<file path="src/rtl/ws_mmu_feeder_pkg.sv">
// Shared constants, FSM state type and lane helper for the weight-stationary MMU feeder.
package ws_mmu_feeder_pkg;

  localparam int unsigned N    = 4;
  localparam int unsigned DW   = 8;
  localparam int unsigned ROWW = 8;
  localparam int unsigned CW   = $clog2(N);

  typedef logic [N*DW-1:0] row_t;

  typedef enum logic [2:0] {
    StIdle,
    StLoadWt,
    StStream,
    StDrain,
    StDone
  } feed_state_t;

  function automatic logic [DW-1:0] lane_of(input row_t row, input int unsigned i);
    return row[i*DW +: DW];
  endfunction

endpackage

</file>
<file path="src/rtl/ws_mmu_feeder_if.sv">
// Handshake and MMU-pin bundle between the feeder and its environment.
interface ws_mmu_feeder_if;
  import ws_mmu_feeder_pkg::*;

  logic            start;
  logic [ROWW-1:0] num_rows;
  logic            wt_valid;
  logic            wt_ready;
  row_t            wt_row;
  logic            act_valid;
  logic            act_ready;
  row_t            act_row;
  logic            control;
  row_t            wt_arr;
  row_t            data_arr;
  logic [N-1:0]    lane_vld;
  logic            busy;
  logic            done;

  modport master (
    output start, num_rows, wt_valid, wt_row, act_valid, act_row,
    input  wt_ready, act_ready, control, wt_arr, data_arr, lane_vld, busy, done
  );

  modport slave (
    input  start, num_rows, wt_valid, wt_row, act_valid, act_row,
    output wt_ready, act_ready, control, wt_arr, data_arr, lane_vld, busy, done
  );

endinterface

</file>
<file path="src/rtl/ws_skew_line.sv">
// Zero-reset shift register with a valid bit per stage; DEPTH stages of latency.
module ws_skew_line #(
  parameter int unsigned DW    = 8,
  parameter int unsigned DEPTH = 1
) (
  input  logic          clk,
  input  logic          reset,
  input  logic [DW-1:0] din,
  input  logic          din_vld,
  output logic [DW-1:0] dout,
  output logic          dout_vld
);

  logic [DEPTH-1:0][DW-1:0] data_q;
  logic [DEPTH-1:0]         vld_q;

  always_ff @(posedge clk or posedge reset) begin
    if (reset) begin
      data_q <= '0;
      vld_q  <= '0;
    end else begin
      data_q[0] <= din;
      vld_q[0]  <= din_vld;
      for (int k = 1; k < DEPTH; k++) begin
        data_q[k] <= data_q[k-1];
        vld_q[k]  <= vld_q[k-1];
      end
    end
  end

  assign dout     = data_q[DEPTH-1];
  assign dout_vld = vld_q[DEPTH-1];

endmodule

</file>
<file path="src/rtl/ws_mmu_feeder.sv">
// Feeds one tile to a weight-stationary MMU: N weight rows with control=1, then
// diagonally skewed activation rows with per-lane valid bits.
module ws_mmu_feeder
  import ws_mmu_feeder_pkg::*;
(
  input logic            clk,
  input logic            reset,
  ws_mmu_feeder_if.slave bus
);

  feed_state_t     state_q;
  logic [ROWW-1:0] num_q;
  logic [ROWW-1:0] cnt_q;
  logic [CW-1:0]   drain_q;
  logic            control_q;
  row_t            wt_arr_q;

  logic         wt_ready;
  logic         act_ready;
  logic         wt_hs;
  logic         act_hs;
  row_t         in_row;
  row_t         data_flat;
  logic [N-1:0] vld_flat;

  assign wt_ready  = (state_q == StLoadWt);
  assign act_ready = (state_q == StStream);
  assign wt_hs     = bus.wt_valid & wt_ready;
  assign act_hs    = bus.act_valid & act_ready;

  always_ff @(posedge clk or posedge reset) begin
    if (reset) begin
      state_q   <= StIdle;
      num_q     <= '0;
      cnt_q     <= '0;
      drain_q   <= '0;
      control_q <= 1'b0;
      wt_arr_q  <= '0;
    end else begin
      control_q <= 1'b0;
      unique case (state_q)
        StIdle: begin
          if (bus.start) begin
            num_q   <= bus.num_rows;
            cnt_q   <= '0;
            state_q <= StLoadWt;
          end
        end
        StLoadWt: begin
          if (wt_hs) begin
            wt_arr_q  <= bus.wt_row;
            control_q <= 1'b1;
            if (cnt_q == ROWW'(N-1)) begin
              cnt_q <= '0;
              // With no activations the drain only has to cover the skew of the zero diagonals.
              if (num_q == '0) begin
                state_q <= StDrain;
                drain_q <= CW'(N-2);
              end else begin
                state_q <= StStream;
              end
            end else begin
              cnt_q <= cnt_q + 1'b1;
            end
          end
        end
        StStream: begin
          if (act_hs) begin
            cnt_q <= cnt_q + 1'b1;
            if ((cnt_q + 1'b1) == num_q) begin
              state_q <= StDrain;
              drain_q <= CW'(N-1);
            end
          end
        end
        StDrain: begin
          if (drain_q == '0) begin
            state_q <= StDone;
          end else begin
            drain_q <= drain_q - 1'b1;
          end
        end
        StDone: begin
          state_q <= StIdle;
        end
        default: begin
          state_q <= StIdle;
        end
      endcase
    end
  end

  // Cycles without a handshake push a zero bubble down every lane so the MMU never stalls.
  assign in_row = act_hs ? bus.act_row : '0;

  for (genvar i = 0; i < N; i++) begin : g_lane
    ws_skew_line #(
      .DW    (DW),
      .DEPTH (i + 1)
    ) u_line (
      .clk      (clk),
      .reset    (reset),
      .din      (lane_of(in_row, i)),
      .din_vld  (act_hs),
      .dout     (data_flat[i*DW +: DW]),
      .dout_vld (vld_flat[i])
    );
  end

  assign bus.wt_ready  = wt_ready;
  assign bus.act_ready = act_ready;
  assign bus.control   = control_q;
  assign bus.wt_arr    = wt_arr_q;
  assign bus.data_arr  = data_flat;
  assign bus.lane_vld  = vld_flat;
  assign bus.busy      = (state_q == StLoadWt) || (state_q == StStream) || (state_q == StDrain);
  assign bus.done      = (state_q == StDone);

endmodule

</file>
<file path="src/flat_wrapper.sv">
// flat-port wrapper written by rule: the top's interface ports become plain ports
module ws_mmu_feeder_flat import ws_mmu_feeder_pkg::*;
  (clk, reset, bus_start, bus_num_rows, bus_wt_valid, bus_wt_row, bus_act_valid, bus_act_row, bus_wt_ready, bus_act_ready, bus_control, bus_wt_arr, bus_data_arr, bus_lane_vld, bus_busy, bus_done);
  ws_mmu_feeder_if bus_i ();
  input logic clk;
  input logic reset;
  input wire logic [$bits(bus_i.start)-1:0] bus_start;
  input wire logic [$bits(bus_i.num_rows)-1:0] bus_num_rows;
  input wire logic [$bits(bus_i.wt_valid)-1:0] bus_wt_valid;
  input wire logic [$bits(bus_i.wt_row)-1:0] bus_wt_row;
  input wire logic [$bits(bus_i.act_valid)-1:0] bus_act_valid;
  input wire logic [$bits(bus_i.act_row)-1:0] bus_act_row;
  output wire logic [$bits(bus_i.wt_ready)-1:0] bus_wt_ready;
  output wire logic [$bits(bus_i.act_ready)-1:0] bus_act_ready;
  output wire logic [$bits(bus_i.control)-1:0] bus_control;
  output wire logic [$bits(bus_i.wt_arr)-1:0] bus_wt_arr;
  output wire logic [$bits(bus_i.data_arr)-1:0] bus_data_arr;
  output wire logic [$bits(bus_i.lane_vld)-1:0] bus_lane_vld;
  output wire logic [$bits(bus_i.busy)-1:0] bus_busy;
  output wire logic [$bits(bus_i.done)-1:0] bus_done;
  assign bus_i.start = bus_start;
  assign bus_i.num_rows = bus_num_rows;
  assign bus_i.wt_valid = bus_wt_valid;
  assign bus_i.wt_row = bus_wt_row;
  assign bus_i.act_valid = bus_act_valid;
  assign bus_i.act_row = bus_act_row;
  assign bus_wt_ready = bus_i.wt_ready;
  assign bus_act_ready = bus_i.act_ready;
  assign bus_control = bus_i.control;
  assign bus_wt_arr = bus_i.wt_arr;
  assign bus_data_arr = bus_i.data_arr;
  assign bus_lane_vld = bus_i.lane_vld;
  assign bus_busy = bus_i.busy;
  assign bus_done = bus_i.done;
  ws_mmu_feeder u_core (.clk(clk), .reset(reset), .bus(bus_i));
endmodule
</file>
<file path="config.mk">
export PLATFORM = sky130hd
export DESIGN_NAME = ws_mmu_feeder_flat
export DESIGN_NICKNAME = d
export VERILOG_FILES = /design/src/rtl/ws_mmu_feeder_pkg.sv /design/src/rtl/ws_mmu_feeder_if.sv /design/src/rtl/ws_skew_line.sv /design/src/rtl/ws_mmu_feeder.sv /design/src/flat_wrapper.sv
export SDC_FILE = /design/constraint.sdc
export NUM_CORES = 1
export LEC_CHECK = 0
export CAP_MARGIN = 40
export CORE_MARGIN = 3
export CORE_UTILIZATION = 45
export CTS_BUF_LIST = sky130_fd_sc_hd__clkbuf_4
export DETAILED_ROUTE_END_ITERATION = 16
export GPL_ROUTABILITY_DRIVEN = 0
export PLACE_DENSITY_LB_ADDON = 0.1
export SLEW_MARGIN = 20
export SYNTH_ARGS = -nofsm -noshare
export SYNTH_HDL_FRONTEND = slang
export SYNTH_HIERARCHICAL = 1
export SYNTH_SLANG_ARGS = --single-unit
</file>
<file path="constraint.sdc">
create_clock -name clk -period 2.55 [get_ports clk]
set_clock_uncertainty 0.2 [all_clocks]
set_input_delay 0.51 -clock clk [delete_from_list [all_inputs] [get_ports clk]]
set_output_delay 0.51 -clock clk [all_outputs]
set_load 0.01 [all_outputs]
</file>
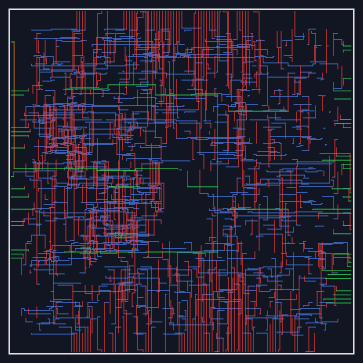
*Metal layers overlaid*
Drawn at 3 px/um.
Blue marks M1, wire length 4,080 um. Green marks M3, wire length 469 um. Red marks M2, wire length 5,550 um. Orange marks M4, wire length 42.2 um.
final wirelength: 10.1 mm
global-route usage over all layers: 16.8%

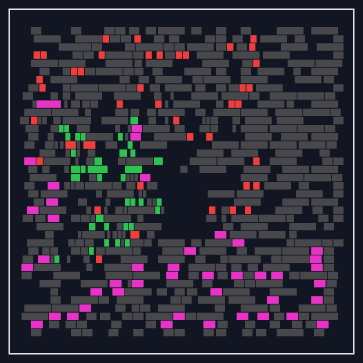
*Gate-type map*
Drawn at 3 px/um.
Red marks and/or cells, cells 41, most used and3_1. Magenta marks mux cells, cells 43, most used mux2_2. Green marks aoi and oai cells, cells 35, most used o21ai_0, where middle left.

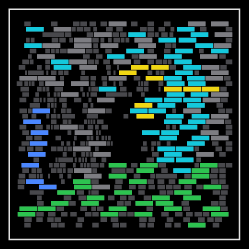
*Sequential cells grouped by signal name*
Drawn at 2 px/um.
Yellow marks u_core/g_lane.u_line/vld_q, placed flops 9. Cyan marks u_core/g_lane.u_line/data_q, placed flops 48. Blue marks u_core/num_q, placed flops 8. Green marks u_core/bus.wt_arr, placed flops 32, where a horizontal strip, bottom.
Layout Utilization: 63.8%
sequential cell area: 3600 um2
Seq area share: 50.6%
power in sequential cells: 2.95 mW

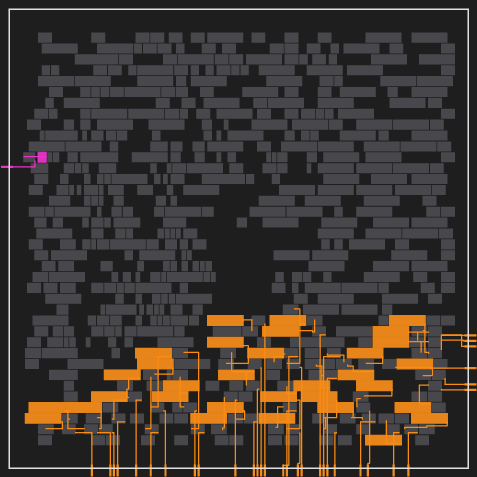
*Port wiring*
Drawn at 4 px/um.
Orange marks bus_wt_arr, direction output, edge 26 bottom, 6 right, end cells 32, buffers 32, wire 835 um. Magenta marks bus_done, direction output, edge left, end cells 1, buffers 1, wire 12.8 um.

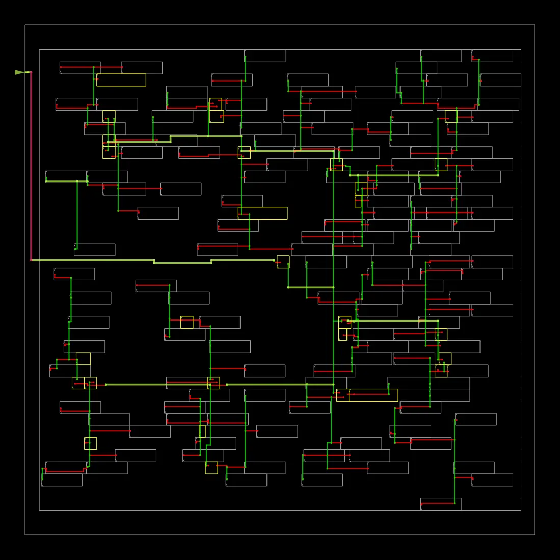
*Clock wiring as the flow saved it*
Clock group: 1.41 mW
FF+latch count: 144
CTS buffer count: 17

==> out/qor.csv <==
metric;value;unit
clk_lat worst skew;500;ps
first-pass GRT wire length;16.7;mm
maximum vdd drop;0.000709;V
top cells by count;144 x dfrtp_1, 39 x mux2_2, 33 x and3_1;
Basic Gates by Area;9.71;%
post-synthesis adder-cell area fraction;0.474;%
# diodes;1;
Cell Pwr Density;931;nW/um2
root buffer cell;clkbuf_4;
WS Path Type;register to output port;
Logic power comb;2.27;mW
design area;7120;um2
R2R Path Start;u_core/cnt_q[0]$_DFFE_PP0P_;
synthesis warning total;6;
n_taps;140;
layout cell share with drive strength beyond 1;18.3;%
Area Overhead vs Synth;34.8;%
cells in synth_stat.txt;377;
hold slack;149;ps
largest net degree at the start of global routing;37;
Top cell area share;68.2;%
Critical Path End Type;output port;
logic share of the area;19.1;%
Hold Buf Count CTS;0;
Yosys reg bits;144;
Synth area leader;dfrtp_1;
count leader, synth;dfrtp_1;
RSZ-0062 raised after global routing;no;
syn_nets;456;
Slew @ Worst Pin;678;ps
hold_sp;u_core/g_lane[3].u_line/data_q[0]$_DFF_PP0_;
CP bufs+invs;2;
Final TNS setup;0;ps
R2R setup slack;170;ps
Iter 0 DRT Violations;164;
Critical Path Stages;3;
Clock-cell share;3.90;%
crit path cell chain;or3b_4 -> inv_2 -> dlygate4sd2_1;
Post-Place Cells;637;
Min-Delay Path Class;register to register;
power after layout;6.63;mW
met2 Use GR;28.8;%
H-tree depth;4;
CTS max path bufs;2;
Hold Fails Final Rpt;0;
Max power group;sequential cells;
final net count;598;
Post-synth EDFFs;0;
Row Count;38;
buffering overhead;23.1;%
initial antenna violation count;1;
cells after synthesis;377;
crit-path max cell delay;440;ps
min Tclk post-route;2410;ps
Slew Viols, Final;0;
Achievable Freq;416;MHz
Synth Seq Share;68.2;%
fin worst setup slack;144;ps
CTS tree;done;
Die W;114;um
combinational gates;176;
status;finished, final reports clean;
xor+xnor area frac;1.33;%
slowest CP cell;dfrtp_2;
cell type taking the most area;sequential cells;
fp_density;47.3;%
grt met1 use;20.2;%
total of max-cap violations;0;
Placed Area;6800;um2
Non-clk invs;14;
Post-CTS Resized;6;
final clock period utilization by the worst path;94.4;%
logic area;1360;um2
Power and IR drop assume default switching activity.
